`src/rtl/sync_debounce_pkg.sv`:
```
// Shared FSM encodings and the width helper for the sync_debounce block.
package sync_debounce_pkg;

   typedef enum logic [1:0] {
      ST_LO  = 2'd0,
      CHK_HI = 2'd1,
      ST_HI  = 2'd2,
      CHK_LO = 2'd3
   } state_t;

   // Bits needed to hold 0..v-1; never less than one bit.
   function automatic int clog2(input int v);
      int w;
      w = 0;
      for (int k = 0; k < 31; k++) begin
         if ((1 << k) < v) w = k + 1;
      end
      return (w < 1) ? 1 : w;
   endfunction

endpackage

```
`src/rtl/sync_debounce_args_sync.sv`:
```
// N-flop level synchronizer (module args_sync); the chain is not reset and
// reads as INIT from power-up.
module args_sync #(
   parameter int   N    = 2,
   parameter logic INIT = 1'b0
) (
   input  logic c,
   input  logic d,
   output logic q
);

   logic [N-1:0] sync_q;
   logic [N-1:0] sync_d;

   // Flops hold the level relative to INIT, so the all-zero power-up state reads as INIT.
   always_comb sync_d = {sync_q[N-2:0], d ^ INIT};

   always_ff @(posedge c) begin
      sync_q <= sync_d;
   end

   assign q = sync_q[N-1] ^ INIT;

endmodule

```
`src/rtl/sync_debounce.sv`:
```
// Synchronizer plus debounce FSM with edge pulses and a wrapping edge counter.
// Optional glitch counter output enabled by SYNC_DEBOUNCE_GLITCH_CNT_EN.
module sync_debounce
   import sync_debounce_pkg::*;
#(
   parameter int   N        = 2,
   parameter int   DEBOUNCE = 4,
   parameter logic INIT     = 1'b0,
   parameter int   EVT_W    = 8
) (
   input  logic             c,
   input  logic             r,
   input  logic             i,
   input  logic             clr,
   output logic             o,
   output logic             rise,
   output logic             fall,
   output logic             glitch,
   output logic [EVT_W-1:0] evt_cnt,
   output logic [1:0]       dbg_state
`ifdef SYNC_DEBOUNCE_GLITCH_CNT_EN
   ,
   output logic [EVT_W-1:0] glitch_cnt
`endif
);

   localparam int CW = clog2(DEBOUNCE);
   localparam logic [CW-1:0] CNT_LAST = CW'(DEBOUNCE - 1);

   if (DEBOUNCE < 2) begin : g_bad_debounce
      $error("sync_debounce: DEBOUNCE must be at least 2");
   end
   if (N < 2) begin : g_bad_n
      $error("sync_debounce: N must be at least 2");
   end

   logic s;

   args_sync #(.N(N), .INIT(INIT)) u_sync (
      .c (c),
      .d (i),
      .q (s)
   );

   state_t           state_q, state_d;
   logic [CW-1:0]    cnt_q, cnt_d;
   logic             o_q, o_d;
   logic             rise_q, rise_d;
   logic             fall_q, fall_d;
   logic             glitch_q, glitch_d;
   logic [EVT_W-1:0] evt_q, evt_d;
   logic             accept;

   always_comb begin
      state_d  = state_q;
      cnt_d    = cnt_q;
      o_d      = o_q;
      rise_d   = 1'b0;
      fall_d   = 1'b0;
      glitch_d = 1'b0;
      accept   = 1'b0;
      case (state_q)
         ST_LO: begin
            if (s) begin
               state_d = CHK_HI;
               cnt_d   = CW'(1);
            end
         end
         CHK_HI: begin
            if (!s) begin
               state_d  = ST_LO;
               glitch_d = 1'b1;
               cnt_d    = '0;
            end else if (cnt_q == CNT_LAST) begin
               state_d = ST_HI;
               o_d     = 1'b1;
               rise_d  = 1'b1;
               cnt_d   = '0;
               accept  = 1'b1;
            end else begin
               cnt_d = cnt_q + 1'b1;
            end
         end
         ST_HI: begin
            if (!s) begin
               state_d = CHK_LO;
               cnt_d   = CW'(1);
            end
         end
         CHK_LO: begin
            if (s) begin
               state_d  = ST_HI;
               glitch_d = 1'b1;
               cnt_d    = '0;
            end else if (cnt_q == CNT_LAST) begin
               state_d = ST_LO;
               o_d     = 1'b0;
               fall_d  = 1'b1;
               cnt_d   = '0;
               accept  = 1'b1;
            end else begin
               cnt_d = cnt_q + 1'b1;
            end
         end
         default: begin
            state_d = ST_LO;
            cnt_d   = '0;
         end
      endcase
      // A clear on the same edge as an accepted transition still zeroes the count.
      evt_d = clr ? '0 : evt_q + EVT_W'(accept);
   end

   always_ff @(posedge c or posedge r) begin
      if (r) begin
         state_q  <= INIT ? ST_HI : ST_LO;
         cnt_q    <= '0;
         o_q      <= INIT;
         rise_q   <= 1'b0;
         fall_q   <= 1'b0;
         glitch_q <= 1'b0;
         evt_q    <= '0;
      end else begin
         state_q  <= state_d;
         cnt_q    <= cnt_d;
         o_q      <= o_d;
         rise_q   <= rise_d;
         fall_q   <= fall_d;
         glitch_q <= glitch_d;
         evt_q    <= evt_d;
      end
   end

`ifdef SYNC_DEBOUNCE_GLITCH_CNT_EN
   logic [EVT_W-1:0] gcnt_q, gcnt_d;

   always_comb gcnt_d = clr ? '0 : gcnt_q + EVT_W'(glitch_d);

   always_ff @(posedge c or posedge r) begin
      if (r) gcnt_q <= '0;
      else   gcnt_q <= gcnt_d;
   end

   assign glitch_cnt = gcnt_q;
`endif

   assign o         = o_q;
   assign rise      = rise_q;
   assign fall      = fall_q;
   assign glitch    = glitch_q;
   assign evt_cnt   = evt_q;
   assign dbg_state = state_q;

endmodule

```
`config.mk`:
```
export PLATFORM = sky130hd
export DESIGN_NAME = sync_debounce
export DESIGN_NICKNAME = d
export VERILOG_FILES = /design/src/rtl/sync_debounce_pkg.sv /design/src/rtl/sync_debounce_args_sync.sv /design/src/rtl/sync_debounce.sv
export SDC_FILE = /design/constraint.sdc
export NUM_CORES = 1
export LEC_CHECK = 0
export ABC_CLOCK_PERIOD_IN_PS = 2000
export CORE_MARGIN = 2
export CORE_UTILIZATION = 49
export CTS_BUF_LIST = sky130_fd_sc_hd__clkbuf_4
export CTS_CLUSTER_DIAMETER = 100
export DETAILED_ROUTE_END_ITERATION = 10
export GPL_TIMING_DRIVEN = 0
export PLACE_DENSITY = 0.77
export SLEW_MARGIN = 20
export SYNTH_ARGS = -nofsm -noshare
export SYNTH_HDL_FRONTEND = slang
export SYNTH_HIERARCHICAL = 1
export SYNTH_SLANG_ARGS = --single-unit
```
`constraint.sdc`:
```
create_clock -name c -period 2 [get_ports c]
set_input_delay 0.2 -clock c [delete_from_list [all_inputs] [get_ports c]]
set_output_delay 0.2 -clock c [all_outputs]
set_load 0.03 [all_outputs]
```
Figure 1. Placed standard cells.
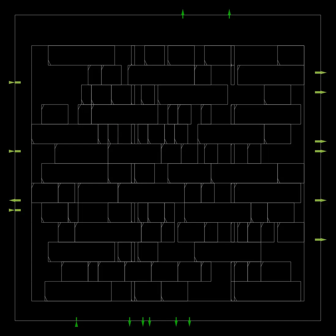
fin util: 0.745
Post-Layout Cell Count: 103

Figure 2. Clock distribution.
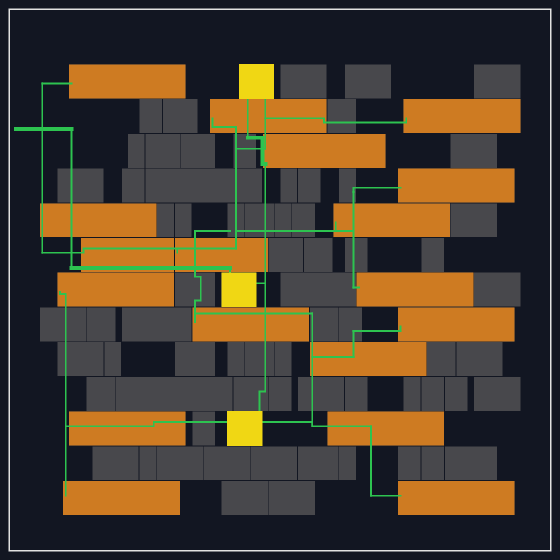
[clock wires] green | length: 232 µm
[flip-flops] orange | count: 18
[clock-net drivers] yellow | count: 3
routed clock nets	4
flops lie	spread over the die

Figure 3. Cells colored by class.
The bar under the picture is 10 µm long. Fill, decap, tap and diode cells in gray.
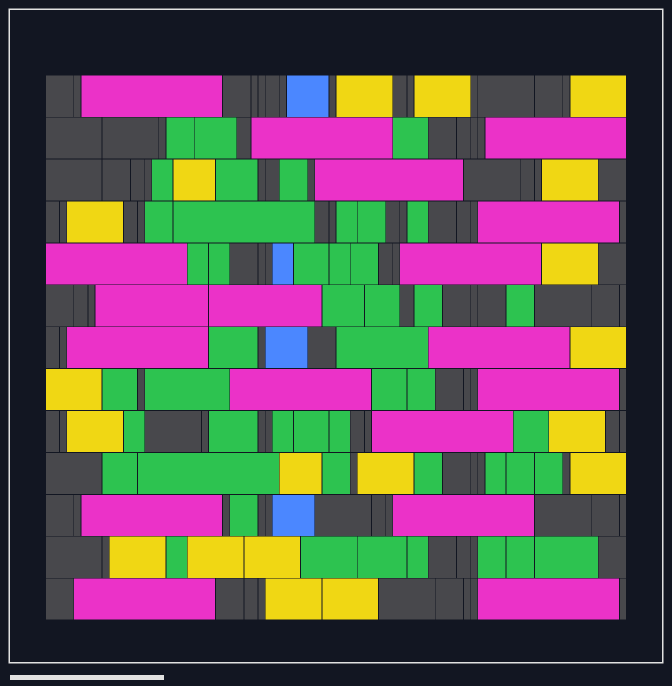
class	color	cells	share of their area
sequential cells	magenta	18	45%
remaining buffers and delay cells	yellow	19	19%
clock drivers and dummy loads	blue	4	2.7%
remaining logic cells	green	47	33%

final timing paths:
path | slack [ps] | cells after the start | endpoint | start
max | 150 | 7 | evt_cnt[6] | register
min | 260 | 2 | cnt_q[0] | r
max reg2reg | 150 | 7 | evt_cnt[6] | register
min reg2reg | 340 | 0 | u_sync/sync_q[1] | u_sync/sync_q[0]
max in group asynchronous | 1330 | 2 | asynchronous set/reset pin | r
min in group c | 340 | 0 | u_sync/sync_q[1] | u_sync/sync_q[0]
final cells by class:
| type | count | area, µm² |
|---|---|---|
| flip-flops and latches | 18 | 442 |
| fillers | 97 | 340 |
| multi-input cells | 45 | 314 |
| repair buffers | 19 | 185 |
| clock buffers | 3 | 22.5 |
| well taps | 15 | 18.8 |
| inverters | 2 | 7.51 |
| clock inverters | 1 | 3.75 |
==> run_results.csv <==
group,metric,value,unit
status,outcome,"finished, final reports clean",
setup_path,path_class,"register to register",
final_timing,hold_viol,0,
final_timing,clock_skew,0.689,ps
yosys,avgSynthCellArea,11.1,µm²
power,pg_comb,295,µW
power,power_top_consumer,"registers",
routing,met1Wirelength,593,µm
global_routing,grt_use_met2,0.249,
routing,drc,0,
clock_tree,clk_transition_reported_paths,100,ps
clock_tree,cts_tree,"yes",
routing,drtIter0Drc,8,
die,die_x,42.3,µm
placed_design,portBuffers,17,
yosys,async_flop_share,0.889,
clock_tree,clock_sinks,18,
yosys,syn-num-nets,72,
setup_path,max_stage_delay,470,ps
yosys,adder_share,0.0522,
yosys,synthAoiAreaFrac,0.0957,
power,clock_power_share,0.192,
setup_path,critical_path_required,2220,ps
global_routing,grt_max_degree,17,
cells_and_area,layout_top_cell,"clkdlybuf4s50_1",
power,power_switching,330,µW
global_routing,top_usage_layer,"met2",
cells_and_area,antenna_cells,0,
placed_design,placed_area,908,µm²
clock_tree,clock_latency,290,ps
setup_path,critPathSlowestCell,"dfrtp_2",
placed_design,place_inst,97,
global_routing,gr-usage-met1,0.208,
die,fp.dieArea,1790,µm²
die,die_h,42.3,µm
routing,vias_per_cell,5.25,
cells_and_area,area_growth,38.1,%
power,powerSeq,484,µW
power,power_switching_share,0.342,
global_routing,antenna_found_initial,0,
die,core_area,1330,µm²
final_timing,fmax,0.540,GHz
yosys,ys.flop_type,"dfrtp_1",
final_timing,slew_violations,0,
global_routing,grtUsageTotal,0.162,
routing,wl_met2,633,µm
final_timing,hold_slack,257,ps
final_timing,layout_setup_ws,148,ps
setup_path,crit_family,"simple AND/OR/NAND/NOR gates",
hold_path,holdCritPathClass,"input pin to asynchronous set/reset pin",
global_routing,grt_pass1_vias,509,
die,rows,13,
setup_path,startpoint_type,"register",
yosys,ys_sh_simple,0.181,
routing,wl_per_cell,12.4,µm
final_timing,max_slew_margin,0.610,
setup_path,worst_setup_path_end_kind,"register",
power,clock_power,185,µW
yosys,synthDominantCellAreaShare,0.557,
placed_design,dp_hpwl,900,µm
cells_and_area,final_cell_mix,"clkdlybuf4s50_1, dfrtp_1, o21ai_0",
yosys,top_cell,"dfrtp_1",
routing,top_layer,"met3",
yosys,yosys_warnings,6,
power,p_int,635,µW
final_timing,post-route-period-util,0.926,
global_routing,gr-total-overflow,0,
global_routing,grt_pass1_wl,2150,µm
routing,drtAntennaViolNets,0,
power,vdd_ir_drop_max,0.000499,V
yosys,synth.distinct_cells,20,
job,warnings,26,
yosys,xor_area_frac,0.0487,
job,maxCapViolations,0,
routing,firstDrtPassIters,5,
clock_tree,root_buffer,"clkbuf_4",
routing,routed_wl,1270,µm
power,combPwrFrac,0.306,
cells_and_area,fin_area,993,µm²
yosys,syn_inst,65,
setup_path,path_buffers,0,
yosys,ys_top_cells_by_count,"dfrtp_1, nand2_1, o21ai_0",
clock_tree,cts_resized,1,
placed_design,pre_cts_ws,12.3,ps
routing,met3_length,47,µm
No activity file was given, so power comes from the tool's default toggle rates.
